File: config.mk
export PLATFORM = sky130hd
export DESIGN_NAME = booth_r4_ctrl_flat
export DESIGN_NICKNAME = d
export VERILOG_FILES = /design/src/rtl/booth_r4_ctrl_if.sv /design/src/rtl/booth_r4_ctrl.sv /design/src/flat_wrapper.sv
export SDC_FILE = /design/constraint.sdc
export NUM_CORES = 1
export LEC_CHECK = 0
export CAP_MARGIN = 30
export CORE_MARGIN = 10
export CORE_UTILIZATION = 30
export CTS_CLUSTER_DIAMETER = 120
export CTS_CLUSTER_SIZE = 30
export DETAILED_ROUTE_END_ITERATION = 12
export GPL_TIMING_DRIVEN = 0
export PLACE_DENSITY_LB_ADDON = 0.12
export SYNTH_ARGS = -nofsm -noshare
export SYNTH_HDL_FRONTEND = slang
export SYNTH_SLANG_ARGS = --single-unit
File: constraint.sdc
create_clock -name clk -period 1.47 [get_ports clk]
set_input_delay 0.2205 -clock clk [delete_from_list [all_inputs] [get_ports clk]]
set_output_delay 0.2205 -clock clk [all_outputs]
set_load 0.01 [all_outputs]
File: src/rtl/booth_r4_ctrl_if.sv
// Control bundle between the radix-4 Booth sequencer and its datapath.
// Master drives start/q_bits; slave (the sequencer) drives status and strobes.
interface booth_r4_ctrl_if;
  logic       start;
  logic [2:0] q_bits;
  logic       busy;
  logic       done;
  logic       c0;
  logic       c1;
  logic       c2;
  logic       c5;
  logic       c6;
  logic       sel_2m;
  logic       sub;

  modport master (
    output start, q_bits,
    input  busy, done, c0, c1, c2, c5, c6,
    input  sel_2m, sub
  );

  modport slave (
    input  start, q_bits,
    output busy, done, c0, c1, c2, c5, c6,
    output sel_2m, sub
  );
endinterface

File: src/rtl/booth_r4_ctrl.sv
// Radix-4 Booth multiplier sequencer: strobes, digit recoding, iteration count.
// Define BOOTH_SKIP_ZERO_EN to skip the ADD cycle for zero digits (000/111).
module booth_r4_ctrl #(
  parameter int ITER  = 4,
  parameter int CNT_W = 2
) (
  input logic          clk,
  input logic          reset,
  booth_r4_ctrl_if.slave bus
);

  typedef enum logic [2:0] {
    IDLE,
    LOAD,
    ADD,
    SHIFT,
    OUT
  } state_t;

  state_t           state;
  state_t           nxt;
  logic [CNT_W-1:0] cnt;
  logic             last;
  logic             skip;

  assign last = (cnt == CNT_W'(ITER - 1));

`ifdef BOOTH_SKIP_ZERO_EN
  assign skip = (bus.q_bits == 3'b000) ||
                (bus.q_bits == 3'b111);
`else
  assign skip = 1'b0;
`endif

  always_comb begin
    nxt = IDLE;
    unique case (state)
      IDLE:    nxt = bus.start ? LOAD : IDLE;
      LOAD:    nxt = skip ? SHIFT : ADD;
      ADD:     nxt = SHIFT;
      SHIFT:   nxt = last ? OUT : (skip ? SHIFT : ADD);
      OUT:     nxt = IDLE;
      default: nxt = IDLE;
    endcase
  end

  // Strobes are registered decodes of the next state, so each one is
  // high exactly while the state register holds the matching state.
  always_ff @(posedge clk or posedge reset) begin
    if (reset) begin
      state    <= IDLE;
      cnt      <= '0;
      bus.busy <= 1'b0;
      bus.done <= 1'b0;
      bus.c0   <= 1'b0;
      bus.c1   <= 1'b0;
      bus.c2   <= 1'b0;
      bus.c5   <= 1'b0;
      bus.c6   <= 1'b0;
    end else begin
      state <= nxt;
      if (state == LOAD)
        cnt <= '0;
      else if (state == SHIFT)
        cnt <= cnt + CNT_W'(1);
      bus.busy <= (nxt != IDLE);
      bus.done <= (nxt == OUT);
      bus.c0   <= (nxt == LOAD);
      bus.c1   <= (nxt == LOAD);
      bus.c2   <= (nxt == ADD);
      bus.c5   <= (nxt == SHIFT);
      bus.c6   <= (nxt == OUT);
    end
  end

  // Operand selects follow the live digit, gated by the ADD strobe.
  always_comb begin
    bus.sel_2m = 1'b0;
    bus.sub    = 1'b0;
    if (bus.c2) begin
      unique case (1'b1)
        (bus.q_bits == 3'b011): begin
          bus.sel_2m = 1'b1;
        end
        (bus.q_bits == 3'b100): begin
          bus.sel_2m = 1'b1;
          bus.sub    = 1'b1;
        end
        (bus.q_bits == 3'b101),
        (bus.q_bits == 3'b110): begin
          bus.sub = 1'b1;
        end
        default: begin
          bus.sel_2m = 1'b0;
          bus.sub    = 1'b0;
        end
      endcase
    end
  end

endmodule

File: src/flat_wrapper.sv
// flat-port wrapper written by rule: the top's interface ports become plain ports
module booth_r4_ctrl_flat 
#(
  parameter int ITER  = 4,
  parameter int CNT_W = 2
)
  (clk, reset, bus_start, bus_q_bits, bus_busy, bus_done, bus_c0, bus_c1, bus_c2, bus_c5, bus_c6, bus_sel_2m, bus_sub);
  booth_r4_ctrl_if bus_i ();
  input logic clk;
  input logic reset;
  input wire logic [$bits(bus_i.start)-1:0] bus_start;
  input wire logic [$bits(bus_i.q_bits)-1:0] bus_q_bits;
  output wire logic [$bits(bus_i.busy)-1:0] bus_busy;
  output wire logic [$bits(bus_i.done)-1:0] bus_done;
  output wire logic [$bits(bus_i.c0)-1:0] bus_c0;
  output wire logic [$bits(bus_i.c1)-1:0] bus_c1;
  output wire logic [$bits(bus_i.c2)-1:0] bus_c2;
  output wire logic [$bits(bus_i.c5)-1:0] bus_c5;
  output wire logic [$bits(bus_i.c6)-1:0] bus_c6;
  output wire logic [$bits(bus_i.sel_2m)-1:0] bus_sel_2m;
  output wire logic [$bits(bus_i.sub)-1:0] bus_sub;
  assign bus_i.start = bus_start;
  assign bus_i.q_bits = bus_q_bits;
  assign bus_busy = bus_i.busy;
  assign bus_done = bus_i.done;
  assign bus_c0 = bus_i.c0;
  assign bus_c1 = bus_i.c1;
  assign bus_c2 = bus_i.c2;
  assign bus_c5 = bus_i.c5;
  assign bus_c6 = bus_i.c6;
  assign bus_sel_2m = bus_i.sel_2m;
  assign bus_sub = bus_i.sub;
  booth_r4_ctrl #(.ITER(ITER), .CNT_W(CNT_W)) u_core (.clk(clk), .reset(reset), .bus(bus_i));
endmodule
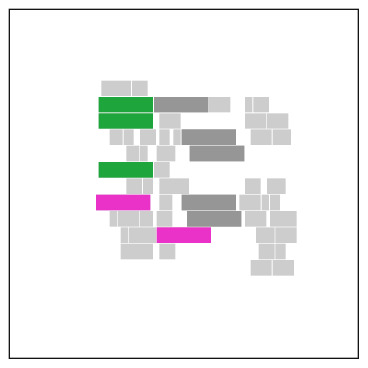
Fig. 1. Where the registers sit.
(6 px per um) Other sequential cells in the stronger grey, the rest of the logic in the fainter grey.
| name in the netlist | colour | placed flops |
|---|---|---|
| u_core.state | green | 3 |
| u_core.cnt | magenta | 2 |
not coloured: 5
register area: 250 um2
Seq power: 0.469 mW

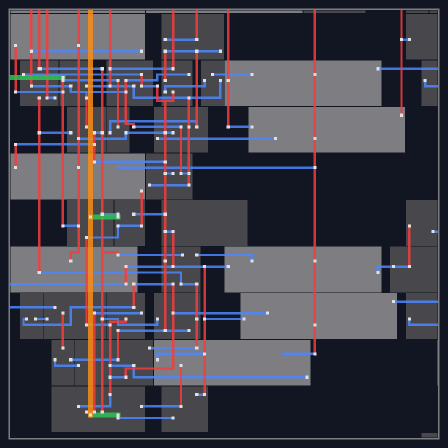
Fig. 2. Zoomed window.
Window x 16 to 41, y 16 to 41 um. Cells in grey, sequential cells in the stronger grey; small squares are vias.
| layer | colour |
|---|---|
| metal 4 | orange |
| metal 1 | blue |
| metal 2 | red |
| metal 3 | green |
netlist names of flops here include: u_core.cnt (2), u_core.state (2)
sequential cells in the window: 8
cells with their middle in the window: 34
most frequent: dfrtp_1 (8), clkdlybuf4s50_1 (4)

==> results.yml <==
# synthesis and place-and-route metrics
setup_path:
  worstPathMaxFanout: 3
  cp_cell_sequence: "clkdlybuf4s50_1"
  critical_path_required_ps: 1250
cells_and_area:
  final_cell_mix: "clkdlybuf4s50_1 (10), dfrtp_1 (10), clkbuf_4 (3)"
  num-multi-input-gates: 21
  seq_area_frac: 0.402
  drive_gt1_frac: 0.185
  dominant_cells: "registers"
pwr:
  p_switching_mw: 0.380
  pg_clk_mw: 0.246
  largestPowerGroup: "combinational logic"
  p_total_mw: 1.20
clock_network:
  clk_latency_ps: 270
  ctsResizeCount: 5
  cts.sinks: 10
  cts-root-buf: "clkbuf_4"
  numCtsBuffers: 3
drt:
  dr.max_layer_used: "met4"
  wl_met3_um: 111
  first_pass_iters: 3
  drt-met1-wl_um: 382
synthesis:
  ys_warn_count: 0
  edf_count: 0
  yosys.cell_types.count: 21
  syn_nets: 43
  synth-main-ff-cell: "dfrtp_1"
  ys_cells: 36
flow_run:
  warnings: 26
  maxCapViolations: 0
global_route:
  grtUsageMet1: 0.0507
  first_global_vias: 352
floorplan:
  ioPinCount: 15
  core_region_area_um2: 1330
  taps: 15
final_timing:
  tightest_slew_ps: 362
  hold_viol_final: 0
  fmax_mhz: 717
run_status:
  outcome: "complete, no violations"
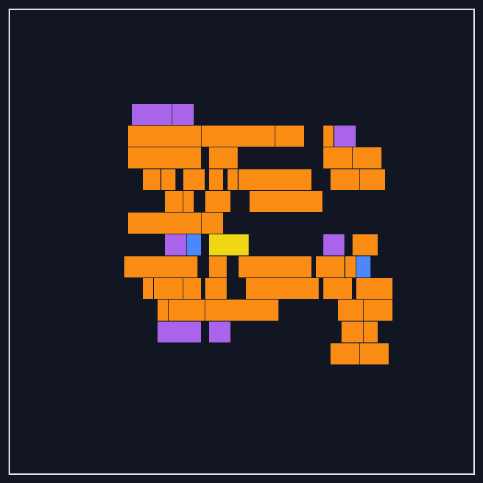
Fig. 3. Cells by drive strength.
(8 px per um)
| size | colour | cells |
|---|---|---|
| _6 and larger | yellow | 1 |
| _2 cells | blue | 2 |
| _3 and _4 cells | purple | 7 |
| _0 and _1 cells | orange | 44 |
Area Overhead vs Synth: 44.1%
crit path setup slack, layout: 75.0 ps
final instance area: 622 um2

## cell families after synthesis
| family | Yosys count |
|---|---|
| and+or+nand+nor | 13 |
| DFF | 10 |
| AOI/OAI and AO/OA | 5 |
| buffers and inverters | 5 |
| muxes | 2 |
| adders and majority gates | 1 |
## worst max path at each step
stage	startpoint	to	slack (ps)
2_1_floorplan	u_core.state[0]$_DFF_PP0_	u_core.cnt[0]$_DFFE_PP0P_	440
3_3_place_gp	bus_q_bits[2]	bus_sel_2m	-260
3_5_place_dp	bus_q_bits[2]	bus_sel_2m	-300
4_1_cts	bus_q_bits[2]	bus_sel_2m	6
5_1_grt	u_core.bus.c2$_DFF_PP0_	bus_c2	7
6_report	u_core.bus.c2$_DFF_PP0_	bus_c2	80
Power figures rest on the tool's default switching activity, not on a simulated workload.
